**Run 1: PDN straps and rails**

Bar = 50 µm. Pins as bars on the die edge.
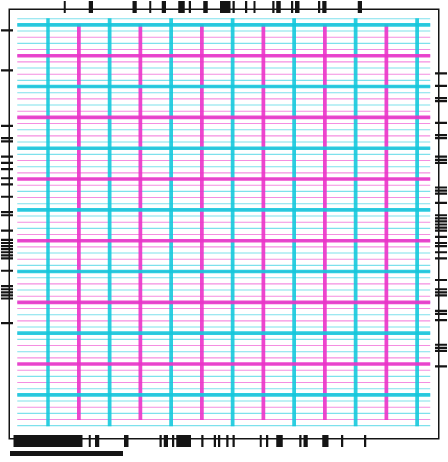
**Run 1: placed cells, one colour a class**

Bar = 50 µm.
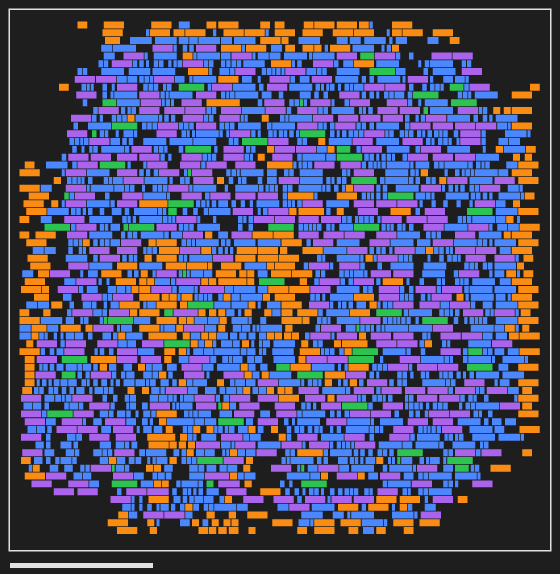
**Run 1: routed clock nets over the placement**

Bar = 50 µm.
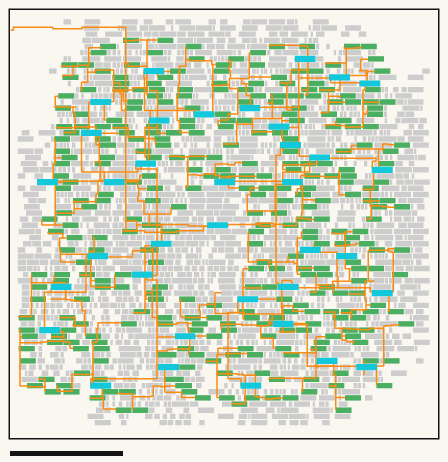
### config.mk
export PLATFORM = sky130hd
export DESIGN_NAME = reorder_buffer
export DESIGN_NICKNAME = d
export VERILOG_FILES = /design/src/rtl/reorder_buffer.sv
export SDC_FILE = /design/constraint.sdc
export NUM_CORES = 1
export LEC_CHECK = 0
export CAP_MARGIN = 30
export CORE_MARGIN = 3
export CORE_UTILIZATION = 53
export CTS_CLUSTER_SIZE = 12
export DETAILED_ROUTE_END_ITERATION = 6
export PLACE_DENSITY = 0.73
export SLEW_MARGIN = 20
export SYNTH_ARGS = -nofsm -noshare
export SYNTH_HDL_FRONTEND = slang
export SYNTH_SLANG_ARGS = --single-unit
### constraint.sdc
create_clock -name i_clock -period 2.9 [get_ports i_clock]
set_clock_uncertainty 0.05 [all_clocks]
set_input_delay 0.58 -clock i_clock [delete_from_list [all_inputs] [get_ports i_clock]]
set_output_delay 0.58 -clock i_clock [all_outputs]
set_load 0.1 [all_outputs]
### src/rtl/reorder_buffer.sv
// Circular in-order-retire reorder buffer: tail allocation on dispatch, CDB completion by index,
// head retirement into the architectural register file, and full flush on a mispredicted head.
module reorder_buffer #(
    parameter int unsigned XLEN        = 32,
    parameter int unsigned ROB_SIZE    = 8,
    parameter int unsigned ROB_IDX_LEN = 3
) (
    input  logic                   i_clock,
    input  logic                   i_reset,
    input  logic [XLEN-1:0]        i_pc,
    input  logic                   i_dispatch_enable,
    input  logic [4:0]             i_dest_reg_idx,
    input  logic                   i_complete_enable,
    input  logic [ROB_IDX_LEN-1:0] i_complete_rob_entry,
    input  logic [XLEN-1:0]        i_value,
    input  logic                   i_wrong_pred,
    input  logic [ROB_IDX_LEN-1:0] i_require_entry_idx,
    output logic                   o_rob_full,
    output logic                   o_rob_empty,
    output logic                   o_retire_valid,
    output logic                   o_dest_valid,
    output logic [4:0]             o_dest_reg,
    output logic [XLEN-1:0]        o_dest_value,
    output logic                   o_squash_at_head,
    output logic [XLEN-1:0]        o_required_value,
    output logic [ROB_IDX_LEN-1:0] o_rob_head,
    output logic [ROB_IDX_LEN-1:0] o_rob_tail,
    output logic [ROB_IDX_LEN:0]   o_rob_counter
);

    localparam logic [ROB_IDX_LEN-1:0] IdxOne  = ROB_IDX_LEN'(1);
    localparam logic [ROB_IDX_LEN:0]   CntOne  = (ROB_IDX_LEN + 1)'(1);
    localparam logic [ROB_IDX_LEN:0]   CntFull = (ROB_IDX_LEN + 1)'(ROB_SIZE);

    logic [ROB_SIZE-1:0]    r_valid;
    logic [ROB_SIZE-1:0]    r_complete;
    logic [ROB_SIZE-1:0]    r_mispred;
    logic [XLEN-1:0]        r_pc    [ROB_SIZE];
    logic [4:0]             r_dest  [ROB_SIZE];
    logic [XLEN-1:0]        r_value [ROB_SIZE];
    logic [ROB_IDX_LEN-1:0] r_head;
    logic [ROB_IDX_LEN-1:0] r_tail;
    logic [ROB_IDX_LEN:0]   r_counter;

    logic                   w_full;
    logic                   w_retire_valid;
    logic                   w_squash;
    logic                   w_dispatch_ok;
    logic                   w_complete_ok;
    logic [ROB_IDX_LEN:0]   w_counter_next;
    logic                   w_unused_pc;

    assign w_full         = (r_counter == CntFull);
    assign w_retire_valid = r_valid[r_head] && r_complete[r_head];
    assign w_squash       = w_retire_valid && r_mispred[r_head];
    assign w_dispatch_ok  = i_dispatch_enable && !w_full && !w_squash;
    // A completion aimed at the entry retiring this cycle has nothing left to update.
    assign w_complete_ok  = i_complete_enable && r_valid[i_complete_rob_entry] &&
                            !(w_retire_valid && (i_complete_rob_entry == r_head));

    // PC is held per entry for recovery logic; nothing on this port list consumes it yet.
    assign w_unused_pc = ^r_pc[r_head];

    always_comb begin
        w_counter_next = r_counter;
        if (w_dispatch_ok && !w_retire_valid) begin
            w_counter_next = r_counter + CntOne;
        end else if (!w_dispatch_ok && w_retire_valid) begin
            w_counter_next = r_counter - CntOne;
        end
    end

    always_ff @(posedge i_clock) begin
        if (i_reset) begin
            r_valid    <= '0;
            r_complete <= '0;
            r_mispred  <= '0;
            r_pc       <= '{default: '0};
            r_dest     <= '{default: '0};
            r_value    <= '{default: '0};
            r_head     <= '0;
            r_tail     <= '0;
            r_counter  <= '0;
        end else if (w_squash) begin
            r_valid    <= '0;
            r_complete <= '0;
            r_mispred  <= '0;
            r_head     <= '0;
            r_tail     <= '0;
            r_counter  <= '0;
        end else begin
            if (w_complete_ok) begin
                r_complete[i_complete_rob_entry] <= 1'b1;
                r_mispred[i_complete_rob_entry]  <= i_wrong_pred;
                r_value[i_complete_rob_entry]    <= i_value;
            end
            if (w_retire_valid) begin
                r_valid[r_head]    <= 1'b0;
                r_complete[r_head] <= 1'b0;
                r_mispred[r_head]  <= 1'b0;
                r_head             <= r_head + IdxOne;
            end
            if (w_dispatch_ok) begin
                r_valid[r_tail]    <= 1'b1;
                r_complete[r_tail] <= 1'b0;
                r_mispred[r_tail]  <= 1'b0;
                r_pc[r_tail]       <= i_pc;
                r_dest[r_tail]     <= i_dest_reg_idx;
                r_value[r_tail]    <= '0;
                r_tail             <= r_tail + IdxOne;
            end
            r_counter <= w_counter_next;
        end
    end

    always_comb begin
        o_required_value = '0;
        if (i_complete_enable && (i_complete_rob_entry == i_require_entry_idx)) begin
            o_required_value = i_value;
        end else if (r_valid[i_require_entry_idx] && r_complete[i_require_entry_idx]) begin
            o_required_value = r_value[i_require_entry_idx];
        end
    end

    assign o_rob_full       = w_full;
    assign o_rob_empty      = (r_counter == '0);
    assign o_retire_valid   = w_retire_valid;
    assign o_dest_valid     = w_retire_valid && (r_dest[r_head] != 5'd0);
    assign o_dest_reg       = w_retire_valid ? r_dest[r_head] : 5'd0;
    assign o_dest_value     = w_retire_valid ? r_value[r_head] : '0;
    assign o_squash_at_head = w_squash;
    assign o_rob_head       = r_head;
    assign o_rob_tail       = r_tail;
    assign o_rob_counter    = r_counter;

endmodule

==> results_tabular.tex, run 1 <==
% Yosys + OpenROAD metrics
\begin{tabular}{lr}
\hline
Metric & Value \\
\hline
\multicolumn{2}{l}{\textbf{Outcome}} \\
\quad Outcome & finished with violations \\
\quad Failing checks & negative setup slack \\
\multicolumn{2}{l}{\textbf{Clock tree}} \\
\quad Max Buffers Root-to-Sink & 3 \\
\quad CTS clock-pin slew for the worst setup and hold paths & roughly 60 ps \\
\quad Master cell of the clock root buffer & sky130\_fd\_sc\_hd\_\_clkbuf\_16 \\
\quad Number of H-tree branching levels & 2 \\
\multicolumn{2}{l}{\textbf{Layout}} \\
\quad Total number of multi-input combinational cells & 1428 \\
\quad Combinational cell area excluding buffers and inverters & about 11000 µm² \\
\quad Final non-clock buffer share & around a fifth \\
\quad Post-layout nets & around 2200 \\
\quad Sequential cell count of the final layout & around 330 \\
\quad Fraction of standard cell area that is sequential & about 28\% \\
\quad Share of final-layout standard cells stronger than drive strength 1 & a little under a third \\
\multicolumn{2}{l}{\textbf{Logic synthesis}} \\
\quad Adder and majority cell fraction of the synthesized area & less than 1\% \\
\quad Number of cell instances after yosys synthesis & 1987 \\
\quad Most common cell in the synthesized netlist & sky130\_fd\_sc\_hd\_\_dfxtp\_1 \\
\multicolumn{2}{l}{\textbf{Critical path}} \\
\quad Path type of the worst setup path & flip-flop to output pin \\
\quad Worst Setup SP & o\_rob\_head[0]\$\_SDFFE\_PP0P\_ \\
\multicolumn{2}{l}{\textbf{Worst hold path}} \\
\quad Startpoint of the lowest-slack hold path & r\_value[45]\$\_SDFFE\_PP0N\_ \\
\multicolumn{2}{l}{\textbf{Timing}} \\
\quad Post-route clock period utilization & 113.0\% \\
\quad Slack of the critical path & -375.7 ps \\
\quad Final Setup Violations & 130 \\
\multicolumn{2}{l}{\textbf{Power and ir drop}} \\
\quad Internal & roughly 0.0075 W \\
\quad Switching component of the power & 0.002722 W \\
\multicolumn{2}{l}{\textbf{Floorplan}} \\
\quad Count of pins on the block boundary & between 150 and 200 \\
\multicolumn{2}{l}{\textbf{Route}} \\
\quad Highest metal layer used by the detailed router & met5 \\
\multicolumn{2}{l}{\textbf{Run}} \\
\quad OpenROAD warnings & 61 \\
\hline
\end{tabular}
Notes on 'PDN straps and rails' above:
net	colour
VSS	cyan
VDD	magenta
rows	66
met1 rails	67
Worst VDD drop: 0.4755 mV
height of the chip: 188.8 µm
die outline width: 188.8 µm
Core ar.: 32700 µm²

Notes on 'placed cells, one colour a class' above:
class	colour	cells	share of their area
other buffers and delay cells	orange	339	19%
clock drivers and dummy loads	green	61	4.8%
flip-flops	purple	330	28%
all other logic	blue	1433	48%

Notes on 'routed clock nets over the placement' above:
[clock wires] orange | length: 3980 µm
[cells driving clock nets] cyan | count: 36
[flip-flops] green | count: 330
flops lie	all over the die

==> run 1: timing repair <==
action	CTS	global route
endpoints found under the hold margin	0	0
gates resized	36	27
pin swaps	5	11
cloned	3	7
buffers inserted	13	14
endpoints found under the setup margin	84	302
==> run 1: critical path, delay by kind of cell, from the launching register on <==
kind          cells  cell delay [ps]
simple gates      4              920
buf+inv           3              480
flops             1              390
mux               1              310
==> run 1: sequential cells by signal (all words and copies together), names as in the netlist <==
name	cells
o_rob_head	3
o_rob_counter	4
r_complete	8
r_mispred	8
o_rob_tail	3
r_valid	8
r_dest	40
r_value	256
==> run 1: routing by layer <==
metal / vias to the layer above / global-route usage, %
met3: 301 / 6.605
met1: 8546 / 40.80
met2: 1345 / 56.02
li1: 7544 / -
met4: 2 / 16.93
met5: - / 0
**Run 1: wiring by layer**

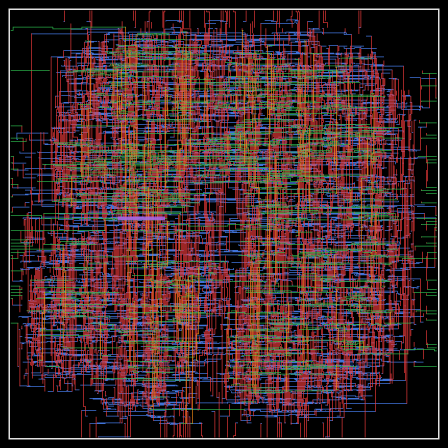

==> run 1 -> run 2 <==
CELL_PAD_IN_SITES_DETAIL_PLACEMENT = 1   (was default)
CELL_PAD_IN_SITES_GLOBAL_PLACEMENT = 2   (was default)
CORE_MARGIN = default   (was 3)
CORE_UTILIZATION = 33   (was 53)
PLACE_DENSITY = 0.74   (was 0.73)
**Run 2: wiring by layer**

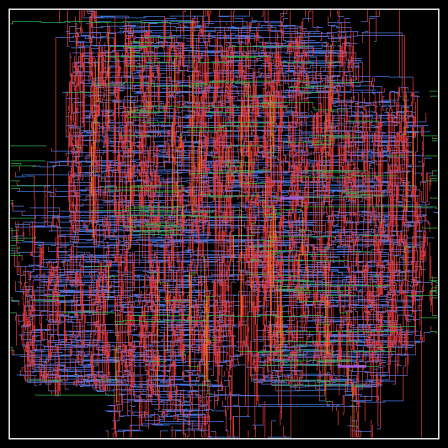
layer	colour	wire length
met1	blue	31.3 mm
met5	purple	24.8 µm
met4	orange	2130 µm
met3	green	3570 µm
met2	red	38.3 mm

==> results_tabular.tex, run 2 <==
% Yosys + OpenROAD metrics
\begin{tabular}{lr}
\hline
Metric & Value \\
\hline
\multicolumn{2}{l}{\textbf{Route}} \\
\quad Highest metal layer used by the detailed router & met5 \\
\quad Number of remaining DRC errors & 6 \\
\multicolumn{2}{l}{\textbf{Layout}} \\
\quad Largest register by flop count & r\_value \\
\quad Share of final-layout standard cells stronger than drive strength 1 & approximately a third \\
\quad Top Registers & r\_value x256, r\_dest x40 \\
\quad Combinational cell area excluding buffers and inverters & 11200 µm² \\
\quad Flip-flop count of the largest register, all copies and words added & about 260 \\
\multicolumn{2}{l}{\textbf{Global route}} \\
\quad Met2 usage in global routing & a little under half \\
\quad Met1 GRT Util & around 34\% \\
\quad Grt peak-use layer & met2 \\
\quad Met3 demand-to-capacity share in global routing & around 3.6\% \\
\multicolumn{2}{l}{\textbf{Clock tree}} \\
\quad CTS clock-pin slew for the worst setup and hold paths & $\sim$70 ps \\
\quad Post-CTS setup-driven buffer insertion count & 12 \\
\quad Max Buffers Root-to-Sink & 3 \\
\quad Master cell of the clock root buffer & sky130\_fd\_sc\_hd\_\_clkbuf\_16 \\
\multicolumn{2}{l}{\textbf{Critical path}} \\
\quad Worst Setup SP & o\_rob\_head[0]\$\_SDFFE\_PP0P\_ \\
\quad Levels on crit path & 7 \\
\quad Delay-heaviest family, CP & simple AND/OR/NAND/NOR gates \\
\quad Path type of the worst setup path & flip-flop to output pin \\
\quad CP bufs+invs & 2 \\
\multicolumn{2}{l}{\textbf{Power and ir drop}} \\
\quad Internal & 0.008596 W \\
\quad Switching component of the power & a little over 0.003 W \\
\quad Worst VDD drop & approximately 0.37 mV \\
\multicolumn{2}{l}{\textbf{Worst hold path}} \\
\quad Startpoint of the lowest-slack hold path & r\_value[209]\$\_SDFFE\_PP0N\_ \\
\multicolumn{2}{l}{\textbf{Run}} \\
\quad OpenROAD warnings & about 60 \\
\multicolumn{2}{l}{\textbf{Outcome}} \\
\quad Failing checks & design-rule violations, negative setup slack \\
\quad Outcome & finished with violations \\
\multicolumn{2}{l}{\textbf{Floorplan}} \\
\quad Die outline width & between 200 and 250 µm \\
\quad Count of pins on the block boundary & $\sim$160 \\
\quad Core ar. & between 50000 and 60000 µm² \\
\quad Height of the chip & approximately 230 µm \\
\multicolumn{2}{l}{\textbf{Timing}} \\
\quad Post-route clock period utilization & 114.7\% \\
\quad Worst slew slack as a fraction of its limit & a little over a third \\
\quad Slack of the critical path & -426.0 ps \\
\quad Final Setup Violations & 97 \\
\multicolumn{2}{l}{\textbf{Logic synthesis}} \\
\quad Most common cell in the synthesized netlist & sky130\_fd\_sc\_hd\_\_dfxtp\_1 \\
\quad Adder and majority cell fraction of the synthesized area & 0.2119\% \\
\quad Number of cell instances after yosys synthesis & slightly below 2000 \\
\hline
\end{tabular}
**Run 2: routed clock nets over the placement**

Bar = 50 µm.
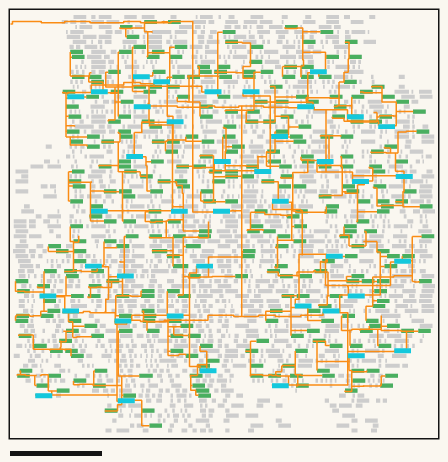
[clock wires] orange | length: 5230 µm
[cells driving clock nets] cyan | count: 41
[flip-flops] green | count: 330
flops lie	all over the die

[run 2: cell types whose count changed in the layout (fill, tap and decap cells not counted), moves of 5 or more]
cell / change
sky130_fd_sc_hd__o21ai_2: -5
sky130_fd_sc_hd__buf_4: +21
sky130_fd_sc_hd__bufinv_16: +8
sky130_fd_sc_hd__o21ai_4: +5
sky130_fd_sc_hd__clkbuf_16: +9
[run 2: cell type report]
cell class	instances	area share, %
Multi-Input combinational cell	1428	44.84
Sequential cell	330	26.51
Timing Repair Buffer	366	19.16
Clock buffer	56	4.743
Tap cell	688	3.446
Clock inverter	18	1.202
Inverter	5	0.1052
Power and IR drop assume default switching activity.
